[config.mk]
export PLATFORM = sky130hd
export DESIGN_NAME = regfile_seq_ctrl
export DESIGN_NICKNAME = d
export VERILOG_FILES = /design/src/rtl/cpu_pkg.sv /design/src/rtl/rsc_decode.sv /design/src/rtl/regfile_seq_ctrl.sv
export SDC_FILE = /design/constraint.sdc
export NUM_CORES = 1
export LEC_CHECK = 0
export CORE_MARGIN = 1.5
export CORE_UTILIZATION = 36
export CTS_CLUSTER_DIAMETER = 120
export DETAILED_ROUTE_END_ITERATION = 16
export PLACE_DENSITY = 0.65
export RECOVER_POWER = 100
export SYNTH_ARGS = -nofsm -noshare
export SYNTH_HDL_FRONTEND = slang
export SYNTH_SLANG_ARGS = --single-unit
export TNS_END_PERCENT = 1
[constraint.sdc]
create_clock -name clk -period 2.85 [get_ports clk]
set_input_delay 0.7125 -clock clk [delete_from_list [all_inputs] [get_ports clk]]
set_output_delay 0.7125 -clock clk [all_outputs]
set_load 0.005 [all_outputs]
[src/rtl/cpu_pkg.sv]
`default_nettype none
// ============================================================================
//  Module      : cpu_pkg
//  Description : Shared opcodes, instruction field positions and FSM state
//                encoding for the 16-bit CPU register-file sequencer.
//  Revision    : 1.0 - initial release
// ============================================================================
package cpu_pkg;

  // Instruction field positions: [15:12] opcode, [11:10] rd, [9:8] rs, [7:0] imm
  localparam int OPC_MSB = 15;
  localparam int OPC_LSB = 12;
  localparam int RD_MSB  = 11;
  localparam int RD_LSB  = 10;
  localparam int RS_MSB  = 9;
  localparam int RS_LSB  = 8;
  localparam int IMM_MSB = 7;
  localparam int IMM_LSB = 0;

  // Legal opcodes; 8..15 are illegal
  localparam logic [3:0] OP_NOP = 4'd0;
  localparam logic [3:0] OP_ADD = 4'd1;
  localparam logic [3:0] OP_SUB = 4'd2;
  localparam logic [3:0] OP_AND = 4'd3;
  localparam logic [3:0] OP_OR  = 4'd4;
  localparam logic [3:0] OP_MOV = 4'd5;
  localparam logic [3:0] OP_LDI = 4'd6;
  localparam logic [3:0] OP_CMP = 4'd7;

  // Sequencer states
  typedef enum logic [2:0] {
    ST_IDLE     = 3'd0,
    ST_READ     = 3'd1,
    ST_WAIT_RD  = 3'd2,
    ST_EXEC     = 3'd3,
    ST_WAIT_ALU = 3'd4,
    ST_WB       = 3'd5
  } state_t;

  // Source of the writeback data
  typedef enum logic [1:0] {
    WB_NONE = 2'd0,
    WB_ALU  = 2'd1,
    WB_RS   = 2'd2,
    WB_IMM  = 2'd3
  } wb_src_t;

endpackage : cpu_pkg
`default_nettype wire

[src/rtl/rsc_decode.sv]
`default_nettype none
// ============================================================================
//  Module      : rsc_decode
//  Description : Combinational opcode decoder for the register-file sequencer.
//                Classifies an opcode into ALU use, operand read, writeback
//                and writeback data source.
//  Revision    : 1.0 - initial release
// ============================================================================
module rsc_decode
  import cpu_pkg::*;
(
  input  logic [3:0] opcode,
  output logic       is_alu,
  output logic       needs_read,
  output logic       writes_rd,
  output logic       illegal,
  output wb_src_t    wb_src
);

  // Opcode classification; everything outside 0..7 is illegal
  always_comb begin
    is_alu     = 1'b0;
    needs_read = 1'b0;
    writes_rd  = 1'b0;
    illegal    = 1'b0;
    wb_src     = WB_NONE;
    case (opcode)
      OP_NOP: ;
      OP_ADD, OP_SUB, OP_AND, OP_OR: begin
        is_alu     = 1'b1;
        needs_read = 1'b1;
        writes_rd  = 1'b1;
        wb_src     = WB_ALU;
      end
      OP_MOV: begin
        needs_read = 1'b1;
        writes_rd  = 1'b1;
        wb_src     = WB_RS;
      end
      OP_LDI: begin
        writes_rd  = 1'b1;
        wb_src     = WB_IMM;
      end
      OP_CMP: begin
        // Compare runs through the ALU but never writes a register
        is_alu     = 1'b1;
        needs_read = 1'b1;
      end
      default: illegal = 1'b1;
    endcase
  end

endmodule : rsc_decode
`default_nettype wire

[src/rtl/regfile_seq_ctrl.sv]
`default_nettype none
// ============================================================================
//  Module      : regfile_seq_ctrl
//  Description : Multi-cycle sequencer between decode and the 4x16 register
//                file / ALU. Runs read -> execute -> writeback for one
//                instruction at a time, with a bounded wait on the register
//                file and ALU handshakes.
//  Revision    : 1.0 - initial release
// ============================================================================
module regfile_seq_ctrl
  import cpu_pkg::*;
#(
  parameter int DW      = 16,
  parameter int TIMEOUT = 15
) (
  input  logic          clk,
  input  logic          rst,
  input  logic          instr_valid,
  input  logic [15:0]   instr,
  output logic          instr_ready,
  output logic          rf_en_in,
  output logic [1:0]    rf_rd,
  output logic [1:0]    rf_rs,
  input  logic          rf_en_out,
  input  logic [DW-1:0] rf_rd_q,
  input  logic [DW-1:0] rf_rs_q,
  output logic [3:0]    rf_reg_en,
  output logic [DW-1:0] rf_d_in,
  output logic          alu_start,
  output logic [3:0]    alu_op,
  output logic [DW-1:0] alu_a,
  output logic [DW-1:0] alu_b,
  input  logic          alu_done,
  input  logic [DW-1:0] alu_out,
  output logic          busy,
  output logic          done,
  output logic          err
);

  // Last wait cycle index before the wait is abandoned
  localparam logic [7:0] TO_LAST = 8'(TIMEOUT - 1);

  state_t        state;
  state_t        state_nxt;
  logic [3:0]    op_q;
  logic [1:0]    rd_q;
  logic [1:0]    rs_q;
  logic [7:0]    imm_q;
  logic [DW-1:0] a_q;
  logic [DW-1:0] b_q;
  logic [DW-1:0] res_q;
  logic [3:0]    alu_op_q;
  logic [7:0]    cnt_q;
  logic          err_q;
  logic          tmo_err;
  logic          accept;

  logic [3:0]    dec_opcode;
  logic          dec_is_alu;
  logic          dec_needs_read;
  logic          dec_writes_rd;
  logic          dec_illegal;
  wb_src_t       dec_wb_src;

  // In IDLE the decoder looks at the incoming word to pick the next state;
  // afterwards it looks at the latched opcode for the rest of the sequence.
  assign dec_opcode = (state == ST_IDLE) ? instr[OPC_MSB:OPC_LSB] : op_q;

  rsc_decode u_decode (
    .opcode     (dec_opcode),
    .is_alu     (dec_is_alu),
    .needs_read (dec_needs_read),
    .writes_rd  (dec_writes_rd),
    .illegal    (dec_illegal),
    .wb_src     (dec_wb_src)
  );

  assign accept    = instr_valid && instr_ready;
  assign rf_rd     = rd_q;
  assign rf_rs     = rs_q;
  assign alu_op    = alu_op_q;
  assign alu_a     = a_q;
  assign alu_b     = b_q;

  // State register
  always_ff @(posedge clk or negedge rst) begin
    if (!rst) state <= ST_IDLE;
    else      state <= state_nxt;
  end

  // Next-state and output decode
  always_comb begin
    state_nxt   = state;
    tmo_err     = 1'b0;
    // Gated by rst so nothing advertises readiness while reset is held
    instr_ready = rst && (state == ST_IDLE);
    rf_en_in    = 1'b0;
    alu_start   = 1'b0;
    busy        = (state != ST_IDLE);
    done        = 1'b0;
    rf_reg_en   = 4'b0000;
    rf_d_in     = '0;
    err         = err_q || (accept && dec_illegal);
    case (state)
      ST_IDLE: begin
        if (accept && !dec_illegal) begin
          state_nxt = dec_needs_read ? ST_READ : ST_WB;
        end
      end
      ST_READ: begin
        rf_en_in  = 1'b1;
        state_nxt = ST_WAIT_RD;
      end
      ST_WAIT_RD: begin
        if (rf_en_out) begin
          state_nxt = dec_is_alu ? ST_EXEC : ST_WB;
        end else if (cnt_q == TO_LAST) begin
          state_nxt = ST_IDLE;
          tmo_err   = 1'b1;
        end
      end
      ST_EXEC: begin
        alu_start = 1'b1;
        state_nxt = ST_WAIT_ALU;
      end
      ST_WAIT_ALU: begin
        if (alu_done) begin
          state_nxt = ST_WB;
        end else if (cnt_q == TO_LAST) begin
          state_nxt = ST_IDLE;
          tmo_err   = 1'b1;
        end
      end
      ST_WB: begin
        done      = 1'b1;
        state_nxt = ST_IDLE;
        if (dec_writes_rd) rf_reg_en = 4'b0001 << rd_q;
        case (dec_wb_src)
          WB_ALU:  rf_d_in = res_q;
          WB_RS:   rf_d_in = b_q;
          WB_IMM:  rf_d_in = {{(DW-8){1'b0}}, imm_q};
          default: rf_d_in = '0;
        endcase
      end
      default: state_nxt = ST_IDLE;
    endcase
  end

  // Instruction latch, operand/result capture and ALU operand registers
  always_ff @(posedge clk or negedge rst) begin
    if (!rst) begin
      op_q     <= 4'd0;
      rd_q     <= 2'd0;
      rs_q     <= 2'd0;
      imm_q    <= 8'd0;
      a_q      <= '0;
      b_q      <= '0;
      res_q    <= '0;
      alu_op_q <= 4'd0;
    end else begin
      if (state == ST_IDLE && accept && !dec_illegal) begin
        op_q  <= instr[OPC_MSB:OPC_LSB];
        rd_q  <= instr[RD_MSB:RD_LSB];
        rs_q  <= instr[RS_MSB:RS_LSB];
        imm_q <= instr[IMM_MSB:IMM_LSB];
      end
      if (state == ST_WAIT_RD && rf_en_out) begin
        a_q <= rf_rd_q;
        b_q <= rf_rs_q;
        if (dec_is_alu) alu_op_q <= op_q;
      end
      if (state == ST_WAIT_ALU && alu_done) begin
        res_q <= alu_out;
      end
    end
  end

  // Wait counter: zero outside the wait states, so it starts at 0 on entry
  always_ff @(posedge clk or negedge rst) begin
    if (!rst) begin
      cnt_q <= 8'd0;
      err_q <= 1'b0;
    end else begin
      if (state == ST_WAIT_RD || state == ST_WAIT_ALU) cnt_q <= cnt_q + 8'd1;
      else                                              cnt_q <= 8'd0;
      err_q <= tmo_err;
    end
  end

endmodule : regfile_seq_ctrl
`default_nettype wire
**Routing congestion map**

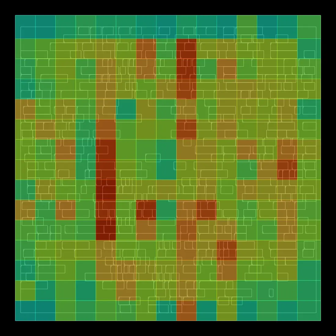
core utilization of the finished layout: 57.0%
most heavily used metal layer in global routing: met2
met3 track utilization from global routing: 3.74%
routing usage on met2: 28.5%

**Gate families picked out**

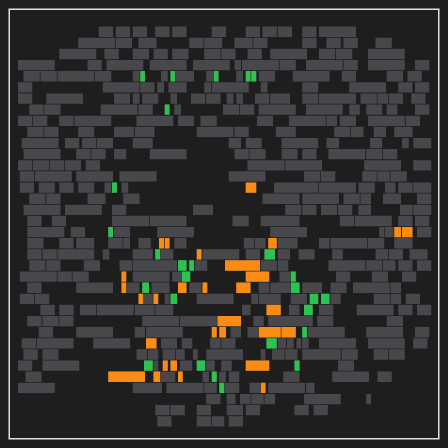
nand cells -> green  # cells 27, most used nand2_1
nor cells -> orange  # cells 30, most used nor2_1
non-filler instance count after layout: 585
fraction of area in multi-input gates: 29.2%
leading cell type in the layout, fill and taps excluded: clkdlybuf4s50_1

**Metal layers overlaid**

Bar = 20 um. Two of the layers only.
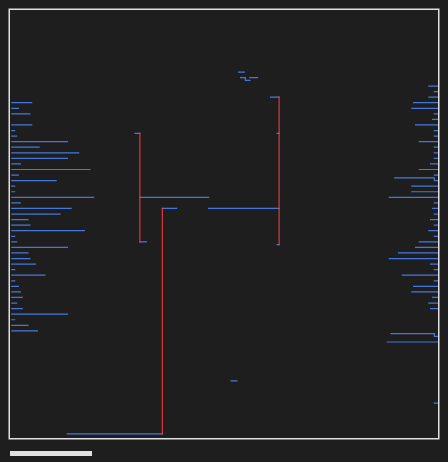
M3 -> blue  # wire length 489 um
M4 -> red  # wire length 118 um
All-Layer GR Usage: 17.4%
Total Routed Length: 9500 um
post-detailed-route wirelength per cell: 16.2 um
total via count in the routed design: 2891

==> flow_summary.toml <==
# flow metrics
[critical_path]
worst_ep_required_time_ns = 2.14
reg2reg_from = "state[2]$_DFFE_PN0P_"
cp_num_cells = 6
setup.worst_path.start = "op_q[1]$_DFFE_PN0P_"
r2r_cells = 6
critPathTopFamily = "buffers and inverters"
critical_path.slowest_cell = "clkdlybuf4s50_1"
critPathKind = "register to output port"
critical_path.n_buffers_inverters = 2
reg2reg_slack_ns = 0.48
critical_path.most_common_cell = "o21ai_0"
setup.worst_path.start_class = "register"
worst_setup_path_end_kind = "output port"
critical-path-max-stage-delay_ns = 0.52

[cells_and_area]
final_cell_area_um2 = 5650
sequential_cell_area_um2 = 2000
area_growth_syn_to_layout_pct = 51.9
non_clock_buffer_area_share_pct = 27.5
nonClockInverterCount = 5
post_route_cells_drive_above_1_share_pct = 25.2
antenna_cells = 0

[logic_synthesis]
synth_nets = 363
yosys.area.top_type_share_pct = 53.9
numSynthFlops = 80
synth_area_leader_cell = "dfrtp_1"
top_cells_by_area = "dfrtp_1, mux2_2, mux2_1"
synthesis.instances = 292
most_popular_library_cell_in_the_synthesized_design_by_count = "dfrtp_1"
syn_avg_cell_area_um2 = 12.7
netlist_top_cells_count = "dfrtp_1, mux2_2, nand2_1"
flip_flops_with_a_built_in_enable = 0
seq_area_frac_synth_pct = 53.9
ys_types = 44
synth_warnings = 0
synth.yosys.chip_area_um2 = 3720

[sta]
unrepaired_setup_endpoints_after_global_routing = "true"
period_used_pct = 107
finalSetupViolCount = 1
timing.max_slew.rel_slack_pct = 25.8
clock_skew_ns = 0.0112
fmaxAchievable_ghz = 0.329
totalNegativeSetupSlack_ns = -0.194
fin_hold_ws_ns = 0.494
final-max-slew-violation-count = 0
hold_viol_final = 0
post-route-worst-setup-slack_ns = -0.194
period_minus_ws_final_ns = 3.04
slew_at_the_pin_closest_to_its_max_slew_limit_ns = 1.11

[floorplan]
pin_count = 135
fp.dieArea_um2 = 10900
core_util_floorplan_pct = 37.5
die-width_um = 105
fp.dieH_um = 105
core_footprint_um2 = 9910
cell_row_count = 36

[grt]
global_route_wire_length_before_repair_um = 15100
use_met1_pct = 22.7
initial_antenna_violation_count = 0
grt_pass1_vias = 2986
grt_max_degree = 46

[place]
detailedPlacementHpwl_um = 6630
placed_cell_area_um2 = 5320
numPlacedInstances = 567

[pwr]
power.leakage_uw = 0.00261
power.internal_uw = 3540
power-top-group = "combinational cells"
power-per-cell-area_nw_per_um2 = 908
power_in_the_clock_group_uw = 1040
clock_power_share_pct = 20.2
share_seq_of_total_power_pct = 38.7
p_switching_uw = 1580
power.switching_fraction_pct = 30.9

[cts]
cts_tree = "built"
clk_root_buffer_cell = "clkbuf_8"
path_clk_slew_ns = 0.09
tritoncts.num_buffers = 9
max-clock-path-buffers = 2
clkLatencyLatePin_ns = 0.34

[route]
top_signal_layer_used = "met4"
antenna_violating_nets_remaining = 0
drt_iter0_drc = 68

[worst_hold_path]
min_delay_worst_endpoint = "alu_op[3]$_DFFE_PN0P_"
hold_path_startpoint = "alu_op[3]$_DFFE_PN0P_"
min_path_type = "register to register"
whs_path_depth = 1

[status]
run_status = "finished with violations"
violations_in_the_final_reports = "setup timing"

[job]
warnings = 29
max_cap_violations = 0
worst reg2reg max path: stages, from the launching register on:
cell and delay [ns]:
dfrtp_1 0.43, nor3_4 0.25, inv_4 0.10, buf_4 0.15, nor3_4 0.13, clkbuf_1 0.76
mux2_2 0.42
repair_timing:
item	4_1_cts	5_1_grt
pin swaps	2	0
gates resized	18	23
setup buffers	2	0
setup endpoints to repair	19	18
cell families after synthesis:
kind of cell             share of synthesized area, %
XOR/XNOR                                         1.89
multiplexers                                     20.9
buffers and inverters                            2.79
adder cells (fa/ha/maj)                         0.673
AND/OR/NAND/NOR                                  11.2
AND-OR/OR-AND                                    8.65
flip-flops                                       53.9
Power and IR drop assume default switching activity.
